### src/rtl/arb_pkg.sv
// Shared types for the data-memory port arbiter: FSM states, read owner tags.
package arb_pkg;

  typedef enum logic [1:0] {IDLE, LOCK, YIELD} arb_state_e;

  typedef enum logic {OWN_CPU, OWN_CP} owner_e;

  typedef struct packed {
    logic   valid;
    owner_e owner;
  } rd_tag_t;

endpackage

### src/rtl/rd_tag_pipe.sv
// RD_LAT-deep shift pipe carrying the owner of each granted read so the
// returning data can be steered to the requester that issued it.
module rd_tag_pipe
  import arb_pkg::*;
#(
  parameter int RD_LAT = 1
) (
  input  logic    clk,
  input  logic    rst,
  input  rd_tag_t tag_i,
  output rd_tag_t tag_o
);

  rd_tag_t pipe_q [RD_LAT];

  always_ff @(posedge clk) begin
    if (rst) begin
      for (int i = 0; i < RD_LAT; i++) pipe_q[i] <= '0;
    end else begin
      pipe_q[0] <= tag_i;
      for (int i = 1; i < RD_LAT; i++) pipe_q[i] <= pipe_q[i-1];
    end
  end

  assign tag_o = pipe_q[RD_LAT-1];

endmodule

### src/rtl/dmem_port_arbiter.sv
// Arbitrates the single data-memory port between the CPU MEM stage and the
// image coprocessor DMA, with bounded coprocessor bursts and anti-starvation.
module dmem_port_arbiter
  import arb_pkg::*;
#(
  parameter int ADDR_W       = 32,
  parameter int DATA_W       = 32,
  parameter int RD_LAT       = 1,
  parameter int MAX_BURST    = 16,
  parameter int STARVE_LIMIT = 8
) (
  input  logic              clk,
  input  logic              rst,
  input  logic              cpu_req,
  input  logic              cpu_we,
  input  logic [ADDR_W-1:0] cpu_addr,
  input  logic [DATA_W-1:0] cpu_wdata,
  output logic              cpu_stall,
  output logic              cpu_rvalid,
  output logic [DATA_W-1:0] cpu_rdata,
  input  logic              cp_req,
  input  logic              cp_we,
  input  logic              cp_last,
  input  logic [ADDR_W-1:0] cp_addr,
  input  logic [DATA_W-1:0] cp_wdata,
  output logic              cp_gnt,
  output logic              cp_rvalid,
  output logic [DATA_W-1:0] cp_rdata,
  output logic              mem_en,
  output logic              mem_we,
  output logic [ADDR_W-1:0] mem_addr,
  output logic [DATA_W-1:0] mem_wdata,
  input  logic [DATA_W-1:0] mem_rdata
);

  localparam int BW = $clog2(MAX_BURST + 1);
  localparam int SW = $clog2(STARVE_LIMIT + 1);
  localparam logic [BW-1:0] BURST_LAST = BW'(MAX_BURST - 1);
  localparam logic [SW-1:0] STARVE_MAX = SW'(STARVE_LIMIT);

  arb_state_e    state_q, state_d;
  logic [BW-1:0] burst_cnt_q, burst_cnt_d;
  logic [SW-1:0] starve_cnt_q, starve_cnt_d;
  logic          cpu_gnt, starved;
  rd_tag_t       tag_in, tag_out;

  assign starved = (starve_cnt_q == STARVE_MAX);

  // Grants are combinational so a winning requester is served the same cycle.
  always_comb begin
    cpu_gnt = 1'b0;
    cp_gnt  = 1'b0;
    if (!rst) begin
      unique case (state_q)
        IDLE: begin
          if (cp_req && starved) cp_gnt  = 1'b1;
          else if (cpu_req)      cpu_gnt = 1'b1;
          else                   cp_gnt  = cp_req;
        end
        LOCK:    cp_gnt  = cp_req;
        YIELD:   cpu_gnt = cpu_req;
        default: ;
      endcase
    end
  end

  always_comb begin
    state_d     = state_q;
    burst_cnt_d = burst_cnt_q;
    unique case (state_q)
      IDLE: begin
        if (cp_gnt && !cp_last) begin
          state_d     = LOCK;
          burst_cnt_d = BW'(1);
        end
      end
      LOCK: begin
        // cp_last takes priority over the burst limit on the same beat.
        if (cp_gnt) begin
          if (cp_last) begin
            state_d     = IDLE;
            burst_cnt_d = '0;
          end else if (burst_cnt_q == BURST_LAST) begin
            state_d     = YIELD;
            burst_cnt_d = '0;
          end else begin
            burst_cnt_d = burst_cnt_q + BW'(1);
          end
        end
      end
      YIELD:   state_d = IDLE;
      default: state_d = IDLE;
    endcase
  end

  always_comb begin
    starve_cnt_d = '0;
    if (cp_req && !cp_gnt) starve_cnt_d = starved ? starve_cnt_q : starve_cnt_q + SW'(1);
  end

  always_ff @(posedge clk) begin
    if (rst) begin
      state_q      <= IDLE;
      burst_cnt_q  <= '0;
      starve_cnt_q <= '0;
    end else begin
      state_q      <= state_d;
      burst_cnt_q  <= burst_cnt_d;
      starve_cnt_q <= starve_cnt_d;
    end
  end

  assign cpu_stall = !rst && cpu_req && !cpu_gnt;
  assign mem_en    = cpu_gnt || cp_gnt;
  assign mem_we    = (cpu_gnt && cpu_we) || (cp_gnt && cp_we);
  assign mem_addr  = cp_gnt ? cp_addr  : cpu_addr;
  assign mem_wdata = cp_gnt ? cp_wdata : cpu_wdata;

  assign tag_in.valid = (cpu_gnt && !cpu_we) || (cp_gnt && !cp_we);
  assign tag_in.owner = cp_gnt ? OWN_CP : OWN_CPU;

  rd_tag_pipe #(.RD_LAT(RD_LAT)) u_tag_pipe (
    .clk   (clk),
    .rst   (rst),
    .tag_i (tag_in),
    .tag_o (tag_out)
  );

  assign cpu_rvalid = !rst && tag_out.valid && (tag_out.owner == OWN_CPU);
  assign cp_rvalid  = !rst && tag_out.valid && (tag_out.owner == OWN_CP);
  assign cpu_rdata  = mem_rdata;
  assign cp_rdata   = mem_rdata;

endmodule
### config.mk
export PLATFORM = sky130hd
export DESIGN_NAME = dmem_port_arbiter
export DESIGN_NICKNAME = d
export VERILOG_FILES = /design/src/rtl/arb_pkg.sv /design/src/rtl/rd_tag_pipe.sv /design/src/rtl/dmem_port_arbiter.sv
export SDC_FILE = /design/constraint.sdc
export NUM_CORES = 1
export LEC_CHECK = 0
export CAP_MARGIN = 20
export CORE_AREA = 2 2 117 119
export CTS_CLUSTER_DIAMETER = 80
export DETAILED_ROUTE_END_ITERATION = 8
export DIE_AREA = 0 0 119 121
export PLACE_DENSITY = 0.69
export SLEW_MARGIN = 5
export SYNTH_ARGS = -nofsm -noshare
export SYNTH_HDL_FRONTEND = slang
export SYNTH_SLANG_ARGS = --single-unit
### constraint.sdc
create_clock -name clk -period 3.01 [get_ports clk]
set_input_delay 0.602 -clock clk [delete_from_list [all_inputs] [get_ports clk]]
set_output_delay 0.602 -clock clk [all_outputs]
set_load 0.03 [all_outputs]
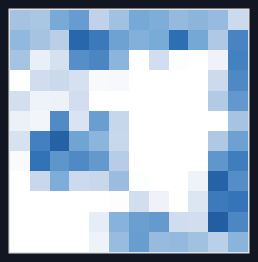
Figure 1: placement density heat map.
Scale: 2 px per micron. The die is cut into 12 by 12 equal tiles; white is low, dark blue is high, 0 to 100% covered.
The densest ninth of the die: bottom right. 2.8% of the tiles are over 75% full. The emptiest ninth of the die: bottom left.
Std-Cell Core Area: 13,100 sq um
initial cell density of the core: 15.5%
final standard cell utilization of the core: 31.5%

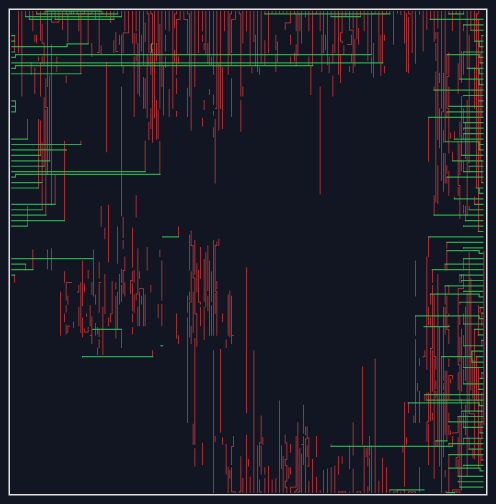
Figure 2: signal wires by layer.
Scale: 4 px per micron. Two of the layers only.
Key: green = met3 [wire length 1,230 microns]; red = met2 [wire length 4,740 microns]
detailed-route wire length: 9590 microns
total global-route track usage: 11.9%
via count of the routed design: 2,117
post-DR wirelength/cell: 17.3 microns

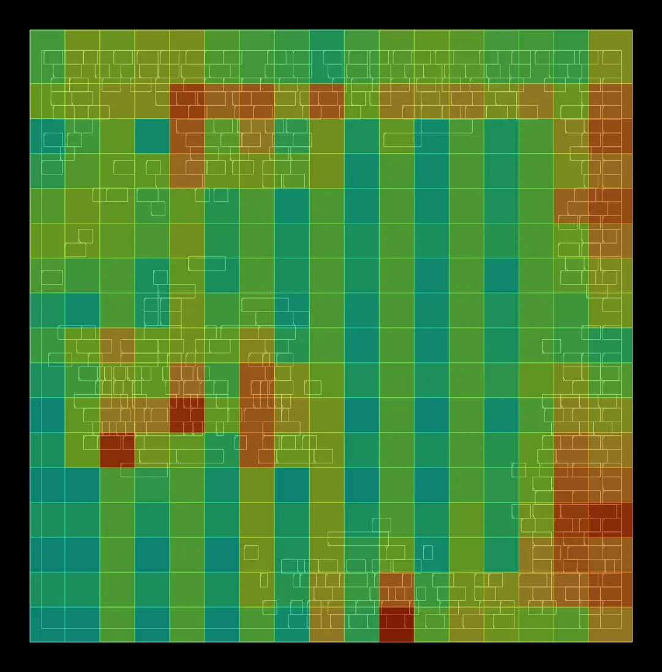
Figure 3: track usage over the die.
met3 usage in global routing: 6.53%
met2 layer usage reported by global route: 20.4%
GR Layer Usage met1: 13.0%

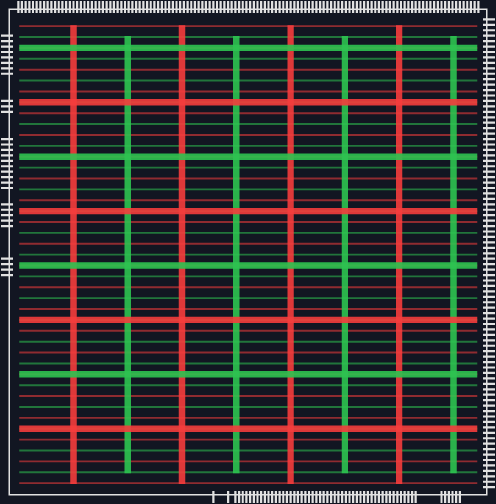
Figure 4: floorplan with the power grid.
Scale: 4 px per micron. Pins as bars on the die edge.
Key: green = VDD; red = VSS
8 straps on met4. 301 signal pins sit on the boundary. 8 straps on met5.
Die Span Y: 121 microns
die span in x: 119 microns
VDD IR-drop max: 0.000146 V

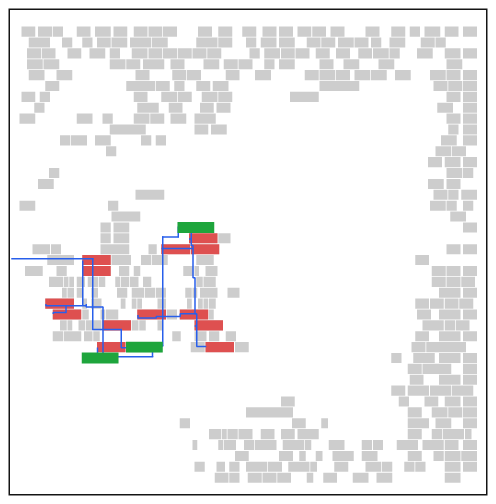
Figure 5: clock distribution.
Scale: 4 px per micron.
Key: red = flip-flops [count 13]; blue = clock wires [length 213 microns]; green = cells driving clock nets [count 3]
There are 4 routed clock nets.
Layout Skew: 0.00252 ns
clock power share: 23.2%
power attributed to the clock group: 0.248 mW
latest clock arrival within the worst-skew pair: 0.24 ns

how the worst min path moves through the flow:
| stage | slack (ns) | depth (start not counted) | endpoint |
|---|---|---|---|
| after floorplan | 0.44 | 1 | state_q[1]$_SDFFE_PP0P_ |
| after global placement | 0.46 | 1 | state_q[1]$_SDFFE_PP0P_ |
| after detailed placement | 0.47 | 1 | state_q[1]$_SDFFE_PP0P_ |
| after CTS | 0.48 | 1 | state_q[1]$_SDFFE_PP0P_ |
| after global routing | 0.49 | 1 | state_q[1]$_SDFFE_PP0P_ |
| final | 0.47 | 1 | state_q[1]$_SDFFE_PP0P_ |
cell families (layout without fill, tap and decap cells):
| family | Yosys count | after routing | synth area share [%] |
|---|---|---|---|
| xor+xnor | 3 | 3 | 1.29 |
| mux | 64 | 64 | 38.4 |
| simple gates | 42 | 42 | 11.9 |
| compound gates | 16 | 16 | 5.05 |
| flops | 13 | 13 | 12.8 |
| buf+inv | 78 | 237 | 28.7 |
| fa+ha+maj | 3 | 3 | 1.85 |
routing by layer:
layer	GRT usage [%]	wire length (microns)
met3	6.53	1230
met4	2.46	103
met1	13.0	3520
met5	0	0
met2	20.4	4740
per-stage QoR:
stage               setup WS, ns  power [mW]  setup TNS, ns  util, %
detailed placement        -0.290       0.781         -10.14     28.7
global route             0.00708        1.11              0     31.5
floorplan                  0.596       0.610              0        -
global placement          -0.257       0.780          -8.94     28.7
finish                    0.0765        1.07              0     31.5
CTS                      -0.0229        1.05         -0.312     30.3
sequential cells by signal, indices dropped and copies added, names as in the netlist:
| signal | flops |
|---|---|
| starve_cnt_q | 4 |
| u_tag_pipe.pipe_q | 2 |
| state_q | 2 |
| burst_cnt_q | 5 |
cell usage after synthesis, drive strengths merged:
library cell / number / area (sq um)
a211oi: 1 / 7.51
a21oi: 5 / 25.0
a22o: 2 / 17.5
a32oi: 1 / 8.76
and3b: 2 / 17.5
buf: 73 / 566
clkbuf: 1 / 3.75
dfxtp: 13 / 260
ha: 3 / 37.5
inv: 4 / 15.0
mux2: 64 / 781
nand2: 8 / 30.0
nand2b: 4 / 25.0
nand3: 4 / 20.0
nand3b: 2 / 15.0
nor2: 8 / 37.5
nor2b: 5 / 31.3
nor3: 2 / 10.0
nor3b: 5 / 42.5
o211ai: 1 / 7.51
o21a: 1 / 7.51
o21ai: 4 / 20.0
o32ai: 1 / 8.76
or2: 1 / 6.26
or3: 1 / 6.26
xnor2: 2 / 17.5
xor2: 1 / 8.76
what timing repair did:
action | in CTS | in global routing
hold endpoints to repair | 0 | 0
cloned | 3 | 1
endpoints found under the setup margin | 60 | 61
resized | 154 | 62
setup buffers | 6 | 3
pin swaps | 0 | 1
power by group through the flow:
stage                     Clock [mW]  Sequential (mW)  Combinational (mW)
final                          0.248            0.179               0.642
after global routing           0.265            0.180               0.669
after CTS                      0.256            0.179               0.617
after detailed placement           0            0.182               0.599
after global placement             0            0.182               0.597
after floorplan                    0            0.181               0.429
cell type report:
class,instances,area (sq um),share of cell area [%]
inverter,4,15.0,0.364
sequential,13,260,6.32
multi-input combinational,128,1240,30.1
timing repair buffer,229,2310,56.0
clock buffer,4,78.8,1.91
tap,176,220,5.34
==> flow_summary.toml <==
# yosys + openroad results
[place]
dp_cells = 537
port_buffers = 204
gp_congestion = 0.787

[die]
io-pin-count = 301
placement_rows = 42
chipArea_sq_um = 14400

[critical_path]
slowest_cell_on_the_critical_path = "sky130_fd_sc_hd__clkdlybuf4s50_1"
timing.critical_path.depth = 9
worstRegToRegCells = 8
cp.required_ns = 2.41
path_buffers = 5
timing.critical_path.slowest_cell_delay_ns = 0.52
path_common_cell = "sky130_fd_sc_hd__buf_4"
worst_setup_path_start_kind = "input pin"
worstSetupEndpoint = "mem_en"
critical_path.top_delay_family = "buffers and inverters"
critical_path.reg2reg.endpoint = "u_tag_pipe.pipe_q[0][1]$_SDFF_PP0_"
timing.critical_path.fanout_max = 7
crit_arrival_ns = 2.33

[job]
max_cap_violations = 0

[power_and_ir_drop]
p_switching_mw = 0.348
power.share.switching_pct = 32.6

[routing]
detailedRoute.firstIterationViolations = 50
drtPass1Iterations = 4
drc_errors = 0

[hold_path]
min-delay-start = "burst_cnt_q[4]$_SDFFE_PP0P_"
holdCritPathClass = "reg2reg"

[clock_tree]
clockRootBuffer = "sky130_fd_sc_hd__clkbuf_16"
hold_buffers = 0
tritoncts = "built"
cts.sink_count = 13

[finish]
fin_area_sq_um = 4120
finished_layout_cells = 554
layout_top_cells_excl_fill_tap = "134 x sky130_fd_sc_hd__clkdlybuf4s50_1, 49 x sky130_fd_sc_hd__buf_4, 38 x sky130_fd_sc_hd__mux2_2"
flow.area_growth_from_synthesis_pct = 103

[synth]
synth_cells = 219
number_of_nets_at_floorplan = 389
synthDistinctLibCells = 33
post_synthesis_register_bit_count = 13
yosysChipArea_sq_um = 2030
yosysCellCount = 219
per_instance_average_area_after_synthesis_sq_um = 9.28
mapped_area_sq_um = 2030

[global_routing]
number_of_global_route_vias_before_repair = 2113
grt_max_degree = 14
grt_pass1_wl_microns = 13000

[sta]
unrepaired_setup_endpoints_after_global_routing = "no"
hold_fails_final_rpt = 0
report.final.slew_viol_count = 0
timing.fmax_mhz = 341
fin_worst_hold_slack_ns = 0.470
timing.max_slew.rel_slack_pct = 69.0
timing.final.setup_violations = 0

[outcome]
outcome = "complete, no violations"
No activity file was given, so power comes from the tool's default toggle rates.
